--- src/rtl/systempll_lock_sequencer_pkg.sv ---
// Shared types for the system-PLL lock sequencer.
// Holds the sequencer state encoding and its width.
package systempll_seq_pkg;

  localparam int unsigned SEQ_STATE_W = 3;

  // Encodings are visible on seq_state for debug and must stay fixed.
  typedef enum logic [SEQ_STATE_W-1:0] {
    HOLDOFF   = 3'd0,
    WAIT_LOCK = 3'd1,
    STABLE    = 3'd2,
    RUN       = 3'd3,
    FAULT     = 3'd4
  } seq_state_t;

endpackage

--- src/rtl/systempll_lock_sequencer_if.sv ---
// Bundle between the lock sequencer, the system PLL/refclk instance and the
// datapath reset tree.
//   pll_synthlock          : async synth lock from the PLL
//   sw_restart             : single-cycle restart pulse
//   refclk_monitor_disable : to the PLL's disable_refclk_monitor input
//   dp_reset               : active-high datapath reset
//   pll_ready              : high only while running
//   lock_timeout           : sticky timeout fault
//   lock_loss_count        : saturating count of lock losses in RUN
//   seq_state              : debug view of the sequencer state
// master = sequencer side, slave = PLL / reset-tree / software side.
interface systempll_lock_sequencer_if #(
  parameter int unsigned LOSS_W = 8
);
  import systempll_seq_pkg::*;

  logic                   pll_synthlock;
  logic                   sw_restart;
  logic                   refclk_monitor_disable;
  logic                   dp_reset;
  logic                   pll_ready;
  logic                   lock_timeout;
  logic [LOSS_W-1:0]      lock_loss_count;
  logic [SEQ_STATE_W-1:0] seq_state;

  modport master (
    input  pll_synthlock,
    input  sw_restart,
    output refclk_monitor_disable,
    output dp_reset,
    output pll_ready,
    output lock_timeout,
    output lock_loss_count,
    output seq_state
  );

  modport slave (
    output pll_synthlock,
    output sw_restart,
    input  refclk_monitor_disable,
    input  dp_reset,
    input  pll_ready,
    input  lock_timeout,
    input  lock_loss_count,
    input  seq_state
  );

endinterface

--- src/rtl/systempll_lock_sequencer_sync_bit.sv ---
// Multi-flop synchronizer for a single asynchronous level.
//   clk : destination clock
//   clr : synchronous active-high clear of every stage
//   d   : asynchronous input
//   q   : synchronized output, STAGES cycles after d
module sync_bit #(
  parameter int unsigned STAGES = 2
) (
  input  logic clk,
  input  logic clr,
  input  logic d,
  output logic q
);

  logic [STAGES-1:0] ff;

  // Shift chain; clearing flushes any stale level.
  always_ff @(posedge clk) begin
    if (clr) begin
      ff <= '0;
    end else begin
      ff <= {ff[STAGES-2:0], d};
    end
  end

  assign q = ff[STAGES-1];

endmodule

--- src/rtl/systempll_lock_sequencer.sv ---
// Bring-up sequencer for the FGT system PLL and its refclk path.
// Holds the refclk monitor disabled for a settling window, waits for synth
// lock, qualifies it for a stable window and then releases the datapath
// reset. Counts lock losses while running and flags a lock timeout.
//   clk   : sequencer clock (single domain)
//   reset : synchronous active-high reset
//   bus   : sequencer side of systempll_lock_sequencer_if
module systempll_lock_sequencer
  import systempll_seq_pkg::*;
#(
  parameter int unsigned SYNC_STAGES    = 2,
  parameter int unsigned HOLDOFF_CYCLES = 256,
  parameter int unsigned STABLE_CYCLES  = 1024,
  parameter int unsigned TIMEOUT_CYCLES = 1000000,
  parameter int unsigned CNT_W          = 20,
  parameter int unsigned LOSS_W         = 8
) (
  input  logic                        clk,
  input  logic                        reset,
  systempll_lock_sequencer_if.master  bus
);

  localparam logic [CNT_W-1:0] HOLDOFF_LAST = CNT_W'(HOLDOFF_CYCLES - 1);
  localparam logic [CNT_W-1:0] STABLE_LAST  = CNT_W'(STABLE_CYCLES - 1);
  localparam logic [CNT_W-1:0] TIMEOUT_LAST = CNT_W'(TIMEOUT_CYCLES - 1);

  seq_state_t        state_q, state_d;
  logic [CNT_W-1:0]  cnt_q, cnt_d;
  logic [CNT_W-1:0]  tmo_q, tmo_d;
  logic              timeout_q, timeout_d;
  logic [LOSS_W-1:0] loss_q, loss_d;
  logic              mon_dis_q, mon_dis_d;
  logic              dp_rst_q, dp_rst_d;
  logic              ready_q, ready_d;
  logic              lock_sync;
  logic              sync_clr;

  // Lock is not trusted while the refclk monitor is disabled, so the
  // synchronizer is held clear through HOLDOFF and qualification starts fresh.
  assign sync_clr = reset | (state_q == HOLDOFF);

  sync_bit #(
    .STAGES (SYNC_STAGES)
  ) u_lock_sync (
    .clk (clk),
    .clr (sync_clr),
    .d   (bus.pll_synthlock),
    .q   (lock_sync)
  );

  // State register plus all sequencer-owned state and registered outputs.
  always_ff @(posedge clk) begin
    if (reset) begin
      state_q   <= HOLDOFF;
      cnt_q     <= '0;
      tmo_q     <= '0;
      timeout_q <= 1'b0;
      loss_q    <= '0;
      mon_dis_q <= 1'b1;
      dp_rst_q  <= 1'b1;
      ready_q   <= 1'b0;
    end else begin
      state_q   <= state_d;
      cnt_q     <= cnt_d;
      tmo_q     <= tmo_d;
      timeout_q <= timeout_d;
      loss_q    <= loss_d;
      mon_dis_q <= mon_dis_d;
      dp_rst_q  <= dp_rst_d;
      ready_q   <= ready_d;
    end
  end

  // Next-state, counters and output decode of the next state.
  always_comb begin
    state_d   = state_q;
    cnt_d     = cnt_q;
    tmo_d     = tmo_q;
    timeout_d = timeout_q;
    loss_d    = loss_q;

    if (bus.sw_restart) begin
      // Restart wins over every same-cycle event; loss count survives.
      state_d   = HOLDOFF;
      cnt_d     = '0;
      tmo_d     = '0;
      timeout_d = 1'b0;
    end else begin
      unique case (state_q)
        HOLDOFF: begin
          if (cnt_q == HOLDOFF_LAST) begin
            state_d = WAIT_LOCK;
            cnt_d   = '0;
            tmo_d   = '0;
          end else begin
            cnt_d = cnt_q + CNT_W'(1);
          end
        end

        WAIT_LOCK: begin
          tmo_d = tmo_q + CNT_W'(1);
          if (tmo_q == TIMEOUT_LAST) begin
            state_d   = FAULT;
            timeout_d = 1'b1;
            cnt_d     = '0;
            tmo_d     = '0;
          end else if (lock_sync) begin
            state_d = STABLE;
            cnt_d   = '0;
          end
        end

        STABLE: begin
          // Timeout budget spans lock bounces between WAIT_LOCK and STABLE.
          tmo_d = tmo_q + CNT_W'(1);
          if (tmo_q == TIMEOUT_LAST) begin
            state_d   = FAULT;
            timeout_d = 1'b1;
            cnt_d     = '0;
            tmo_d     = '0;
          end else if (!lock_sync) begin
            state_d = WAIT_LOCK;
            cnt_d   = '0;
          end else if (cnt_q == STABLE_LAST) begin
            state_d = RUN;
            cnt_d   = '0;
          end else begin
            cnt_d = cnt_q + CNT_W'(1);
          end
        end

        RUN: begin
          if (!lock_sync) begin
            state_d = WAIT_LOCK;
            cnt_d   = '0;
            tmo_d   = '0;
            if (loss_q != '1) begin
              loss_d = loss_q + LOSS_W'(1);
            end
          end
        end

        FAULT: begin
          state_d = FAULT;
        end

        default: begin
          state_d = HOLDOFF;
          cnt_d   = '0;
          tmo_d   = '0;
        end
      endcase
    end

    mon_dis_d = (state_d == HOLDOFF);
    dp_rst_d  = (state_d != RUN);
    ready_d   = (state_d == RUN);
  end

  assign bus.refclk_monitor_disable = mon_dis_q;
  assign bus.dp_reset               = dp_rst_q;
  assign bus.pll_ready              = ready_q;
  assign bus.lock_timeout           = timeout_q;
  assign bus.lock_loss_count        = loss_q;
  assign bus.seq_state              = SEQ_STATE_W'(state_q);

endmodule
--- src/flat_wrapper.sv ---
// flat-port wrapper written by rule: the top's interface ports become plain ports
module systempll_lock_sequencer_flat import systempll_seq_pkg::*;
#(
  parameter int unsigned SYNC_STAGES    = 2,
  parameter int unsigned HOLDOFF_CYCLES = 256,
  parameter int unsigned STABLE_CYCLES  = 1024,
  parameter int unsigned TIMEOUT_CYCLES = 1000000,
  parameter int unsigned CNT_W          = 20,
  parameter int unsigned LOSS_W         = 8
)
  (clk, reset, bus_pll_synthlock, bus_sw_restart, bus_refclk_monitor_disable, bus_dp_reset, bus_pll_ready, bus_lock_timeout, bus_lock_loss_count, bus_seq_state);
  systempll_lock_sequencer_if #(.LOSS_W(LOSS_W)) bus_i ();
  input  logic clk;
  input  logic reset;
  input wire logic [$bits(bus_i.pll_synthlock)-1:0] bus_pll_synthlock;
  input wire logic [$bits(bus_i.sw_restart)-1:0] bus_sw_restart;
  output wire logic [$bits(bus_i.refclk_monitor_disable)-1:0] bus_refclk_monitor_disable;
  output wire logic [$bits(bus_i.dp_reset)-1:0] bus_dp_reset;
  output wire logic [$bits(bus_i.pll_ready)-1:0] bus_pll_ready;
  output wire logic [$bits(bus_i.lock_timeout)-1:0] bus_lock_timeout;
  output wire logic [$bits(bus_i.lock_loss_count)-1:0] bus_lock_loss_count;
  output wire logic [$bits(bus_i.seq_state)-1:0] bus_seq_state;
  assign bus_i.pll_synthlock = bus_pll_synthlock;
  assign bus_i.sw_restart = bus_sw_restart;
  assign bus_refclk_monitor_disable = bus_i.refclk_monitor_disable;
  assign bus_dp_reset = bus_i.dp_reset;
  assign bus_pll_ready = bus_i.pll_ready;
  assign bus_lock_timeout = bus_i.lock_timeout;
  assign bus_lock_loss_count = bus_i.lock_loss_count;
  assign bus_seq_state = bus_i.seq_state;
  systempll_lock_sequencer #(.SYNC_STAGES(SYNC_STAGES), .HOLDOFF_CYCLES(HOLDOFF_CYCLES), .STABLE_CYCLES(STABLE_CYCLES), .TIMEOUT_CYCLES(TIMEOUT_CYCLES), .CNT_W(CNT_W), .LOSS_W(LOSS_W)) u_core (.clk(clk), .reset(reset), .bus(bus_i));
endmodule
--- config.mk ---
export PLATFORM = sky130hd
export DESIGN_NAME = systempll_lock_sequencer_flat
export DESIGN_NICKNAME = d
export VERILOG_FILES = /design/src/rtl/systempll_lock_sequencer_pkg.sv /design/src/rtl/systempll_lock_sequencer_if.sv /design/src/rtl/systempll_lock_sequencer_sync_bit.sv /design/src/rtl/systempll_lock_sequencer.sv /design/src/flat_wrapper.sv
export SDC_FILE = /design/constraint.sdc
export NUM_CORES = 1
export LEC_CHECK = 0
export CAP_MARGIN = 20
export CORE_MARGIN = 2
export CORE_UTILIZATION = 40
export CTS_BUF_LIST = sky130_fd_sc_hd__clkbuf_8
export CTS_CLUSTER_DIAMETER = 60
export CTS_CLUSTER_SIZE = 14
export DETAILED_ROUTE_END_ITERATION = 12
export PLACE_DENSITY_LB_ADDON = 0.1
export SLEW_MARGIN = 5
export SYNTH_ARGS = -nofsm -noshare
export SYNTH_HDL_FRONTEND = slang
export SYNTH_SLANG_ARGS = --single-unit
--- constraint.sdc ---
create_clock -name clk -period 6.3 [get_ports clk]
set_clock_uncertainty 0.15 [all_clocks]
set_input_delay 1.26 -clock clk [delete_from_list [all_inputs] [get_ports clk]]
set_output_delay 1.26 -clock clk [all_outputs]
set_load 0.02 [all_outputs]
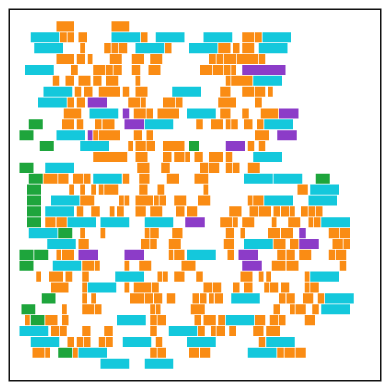
run_1/class_map.png
(4 px per um)
- remaining buffers and delay cells: green (cells 19; share of their area 5.5%)
- registers: cyan (cells 57; share of their area 33%)
- clock drivers and dummy loads: purple (cells 15; share of their area 5.7%)
- remaining logic cells: orange (cells 286; share of their area 55%)
Final Util: 0.462
core footprint: 7650 sq um

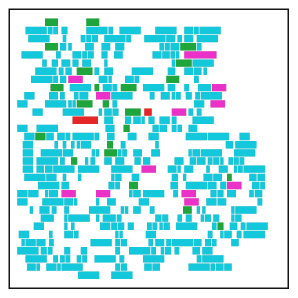
run_1/sizing.png
(3 px per um)
- x6 and larger: magenta (cells 12; share 3.2%)
- x2: green (cells 22; share 5.8%)
- x3 and x4: red (cells 2; share 0.53%)
- x1 and smaller: cyan (cells 341; share 90%)
Area Growth Syn to Fin: 12.9%
worst setup margin: 3.01 ns
finished layout cell area: 3540 sq um
Signal buffers: 19

==> qor.yml, run 1 <==
critical_path:
  cp_max_fo: 20
  crit_chain: "nor4bb_1 -> nand4_1 -> or2_2 -> a311oi_2 -> buf_4 -> o22ai_1"
  worst_setup_path_start_kind: "flip-flop"
  slowest_delay_ns: 0.88
  r2r_setup_slack_ns: 3.01
global_routing:
  grt_pass1_vias: 2713
  grt_busiest_layer: "met2"
yosys:
  top_cell: "dfxtp_1"
  common_cells: "57 x dfxtp_1, 25 x nor3_1, 21 x nand3_1"
  synth-simple-area-share: 0.272
  topCombFamilyByArea: "simple AND/OR/NAND/NOR gates"
  ys_chip_area_sq_um: 3130
  synth_adder_area_share: 0.0120
clock_network:
  clock_latency_ns: 0.33
  clk_pin_slew_ns: 0.06
  root_buffer: "clkbuf_8"
floorplanning:
  nWellTaps: 102
  rows: 32
  die-area_sq_um: 8560
finish:
  inverters_excl_clock: 17
  num_antenna_cells: 0
  seqCellArea_sq_um: 1140
  fin_cells: 479
placed_design:
  placed_area_sq_um: 3340
  numPortBuffers: 18
  post-place-cells: 464
final_timing:
  fmax_mhz: 304
  worst_pin_slew_ns: 1.04
  grt_setup_unrepaired: "no"
  fin_tns_setup_ns: 0
  holdWs_ns: 0.311
  maxSlewHeadroom: 0.302
hold_path:
  min_from: "u_core.u_lock_sync.ff[0]"
  holdPathStages: 1
  hp-class: "flip-flop to flip-flop"
pwr:
  finalPower_mw: 0.715
  p_switching_mw: 0.151
route:
  wl_per_cell_um: 15.3
  drt_iter0_drc: 139
outcome:
  status: "finished clean"
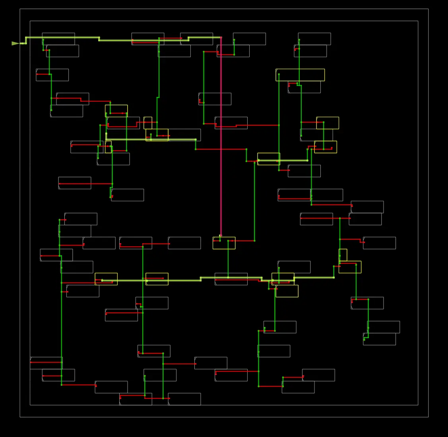
run_1/clock_nets.png
clock buf count: 11
clk sinks: 57
Clock group: 0.342 mW

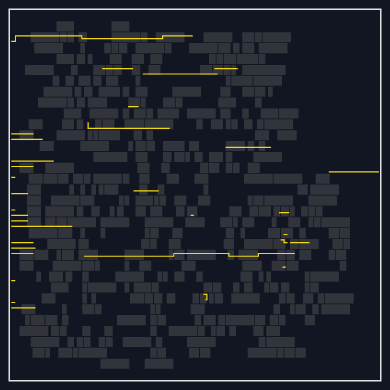
run_1/m3.png
(4 px per um)
- main direction: horizontal
- nets with wire on the layer: 29
- wire length on this layer: 279 um
- longest straight run: 22.3 um
routed wire length: 7310 um
GR Util met3: 0.0561
vias: 2787

==> run 2, diff against run 1 <==
clock period = 2.9 ns   (was 6.3 ns; I/O delays follow)
==> qor.yml, run 2 <==
outcome:
  status: "finished clean"  # unchanged
yosys:
  top_cell: "dfxtp_1"  # unchanged
  common_cells: "57 x dfxtp_1, 25 x nor3_1, 21 x nand3_1"  # unchanged
  topCombFamilyByArea: "simple AND/OR/NAND/NOR gates"  # unchanged
  ys_chip_area_sq_um: 3130  # unchanged
  synth_adder_area_share: 0.0120  # unchanged
  synth-simple-area-share: 0.272  # unchanged
route:
  drt_iter0_drc: 168  # was 139
clock_network:
  root_buffer: "clkbuf_8"  # unchanged
  clock-sinks: 57  # unchanged
  clk_pin_slew_ns: 0.07  # was 0.06 ns
critical_path:
  worst_setup_path_start_kind: "flip-flop"  # unchanged
  r2r_setup_slack_ns: 0.28  # was 3.01 ns
  crit_chain: "nor4b_4 -> buf_4 -> a221o_1 -> a211o_1 -> or3_1 -> a211oi_2"  # was nor4bb_1 -> nand4_1 -> or2_2 -> a311oi_2 -> buf_4 -> o22ai_1
  cp_max_fo: 14  # was 20
  slowest_delay_ns: 0.62  # was 0.88 ns
global_routing:
  grt_pass1_vias: 2578  # was 2713
finish:
  seqCellArea_sq_um: 1140  # unchanged
  num_antenna_cells: 0  # unchanged
  fin_cells: 498  # was 479
  utilization: 0.482  # was 0.462
  inverters_excl_clock: 17  # unchanged
pwr:
  finalPower_mw: 1.59  # was 0.715 mW
  p_switching_mw: 0.334  # was 0.151 mW
hold_path:
  holdPathStages: 1  # unchanged
  hp-class: "flip-flop to flip-flop"  # unchanged
  min_from: "u_core.u_lock_sync.ff[0]"  # unchanged
placed_design:
  placed_area_sq_um: 3420  # was 3340 sq um
  post-place-cells: 475  # was 464
  numPortBuffers: 18  # unchanged
final_timing:
  setup_ws_ns: 0.275  # was 3.01 ns
  fin_tns_setup_ns: 0  # unchanged
  worst_pin_slew_ns: 0.858  # was 1.04 ns
  grt_setup_unrepaired: "no"  # unchanged
  fmax_mhz: 381  # was 304 MHz
  maxSlewHeadroom: 0.428  # was 0.302
floorplanning:
  core-area_sq_um: 7650  # unchanged
  nWellTaps: 102  # unchanged
  rows: 32  # unchanged
  die-area_sq_um: 8560  # unchanged
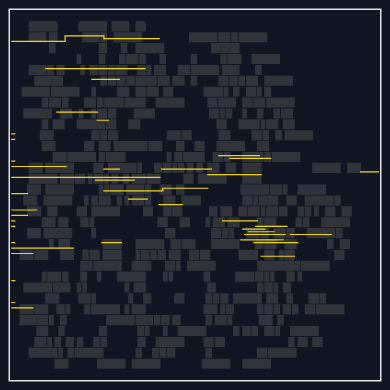
run_2/m3.png
(4 px per um)
- nets with wire on the layer: 34
- share of all routed wire: 4.9%
- longest straight run: 37.0 um
GR Util met3: 0.0448
routed wire length: 7460 um
vias: 2817

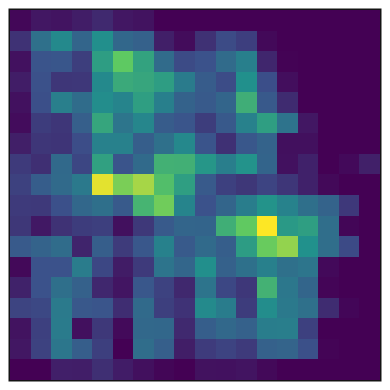
run_2/route_heat.png
(4 px per um) The die is cut into 18 by 18 equal tiles; dark purple is low, yellow is high, scaled to the fullest tile. Values are wire area over tile area, all layers added.
- mean over tiles: 0.14
- nearly empty tiles: 20%
- densest ninth of the die: center
- fullest tile: 0.58
- tiles over half the peak: 9.9%
- emptiest ninth of the die: north-east

==> run 3, diff against run 2 <==
ABC_AREA = 1   (was unset)
==> qor.yml, run 3 <==
outcome:
  status: "finished clean"  # unchanged
yosys:
  ys_chip_area_sq_um: 3360  # was 3130 sq um
  topCombFamilyByArea: "simple AND/OR/NAND/NOR gates"  # unchanged
  common_cells: "126 x nand2_1, 67 x nor2_1, 61 x inv_1"  # was 57 x dfxtp_1, 25 x nor3_1, 21 x nand3_1
  synth-simple-area-share: 0.420  # was 0.272
critical_path:
  crit_chain: "ha_1 -> inv_1 -> nor3_2 -> nand3_1 -> nand2_1 -> inv_1 -> nand2_1 -> nand3_1 -> nand2_2 -> inv_1 -> nand2_1 -> nor2_1"  # was nor4b_4 -> buf_4 -> a221o_1 -> a211o_1 -> or3_1 -> a211oi_2
  cp_max_fo: 15  # was 14
  r2r_setup_slack_ns: 0.60  # was 0.28 ns
finish:
  seqCellArea_sq_um: 1140  # unchanged
  inverters_excl_clock: 67  # was 17
  utilization: 0.469  # was 0.482
  stdcell_area_sq_um: 3830  # was 3680 sq um
  clock_buffers: 9  # was 12
  fin_cells: 639  # was 498
hold_path:
  hp-class: "flip-flop to flip-flop"  # unchanged
  holdPathStages: 1  # unchanged
  min_from: "u_core.u_lock_sync.ff[0]"  # unchanged
route:
  drt_iter0_drc: 152  # was 168
  wl_per_cell_um: 12.5  # was 15.0 um
clock_network:
  clock-sinks: 57  # unchanged
global_routing:
  grt_pass1_vias: 2976  # was 2578
  grtUsageMet3: 0.0316  # was 0.0448
  grt_busiest_layer: "met2"  # was met1
final_timing:
  holdWs_ns: 0.307  # was 0.310 ns
  setup_ws_ns: 0.596  # was 0.275 ns
  fin_tns_setup_ns: 0  # unchanged
  maxSlewHeadroom: 0.648  # was 0.428
  worst_pin_slew_ns: 0.526  # was 0.858 ns
floorplanning:
  rows: 33  # was 32
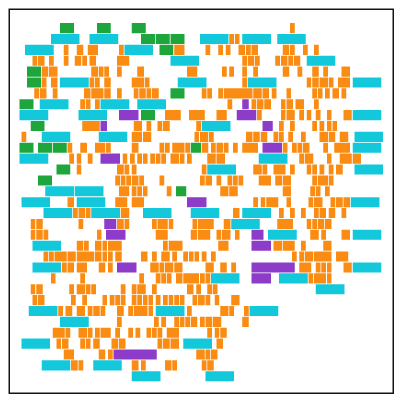
run_3/class_map.png
(4 px per um)
- clock drivers and dummy loads: purple (cells 16; share of their area 5.9%)
- remaining logic cells: orange (cells 441; share of their area 58%)
- registers: cyan (cells 57; share of their area 31%)
- remaining buffers and delay cells: green (cells 20; share of their area 5.3%)

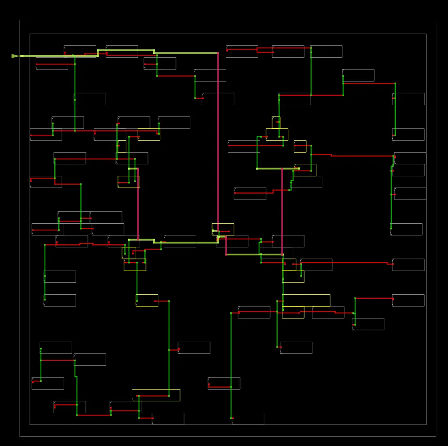
run_3/clock_nets.png
flip-flops: 57
Latency at later pin: 0.34 ns
Clock group: 0.836 mW
CTS Buf Count: 9

Power is estimated from default activity; no workload was simulated.
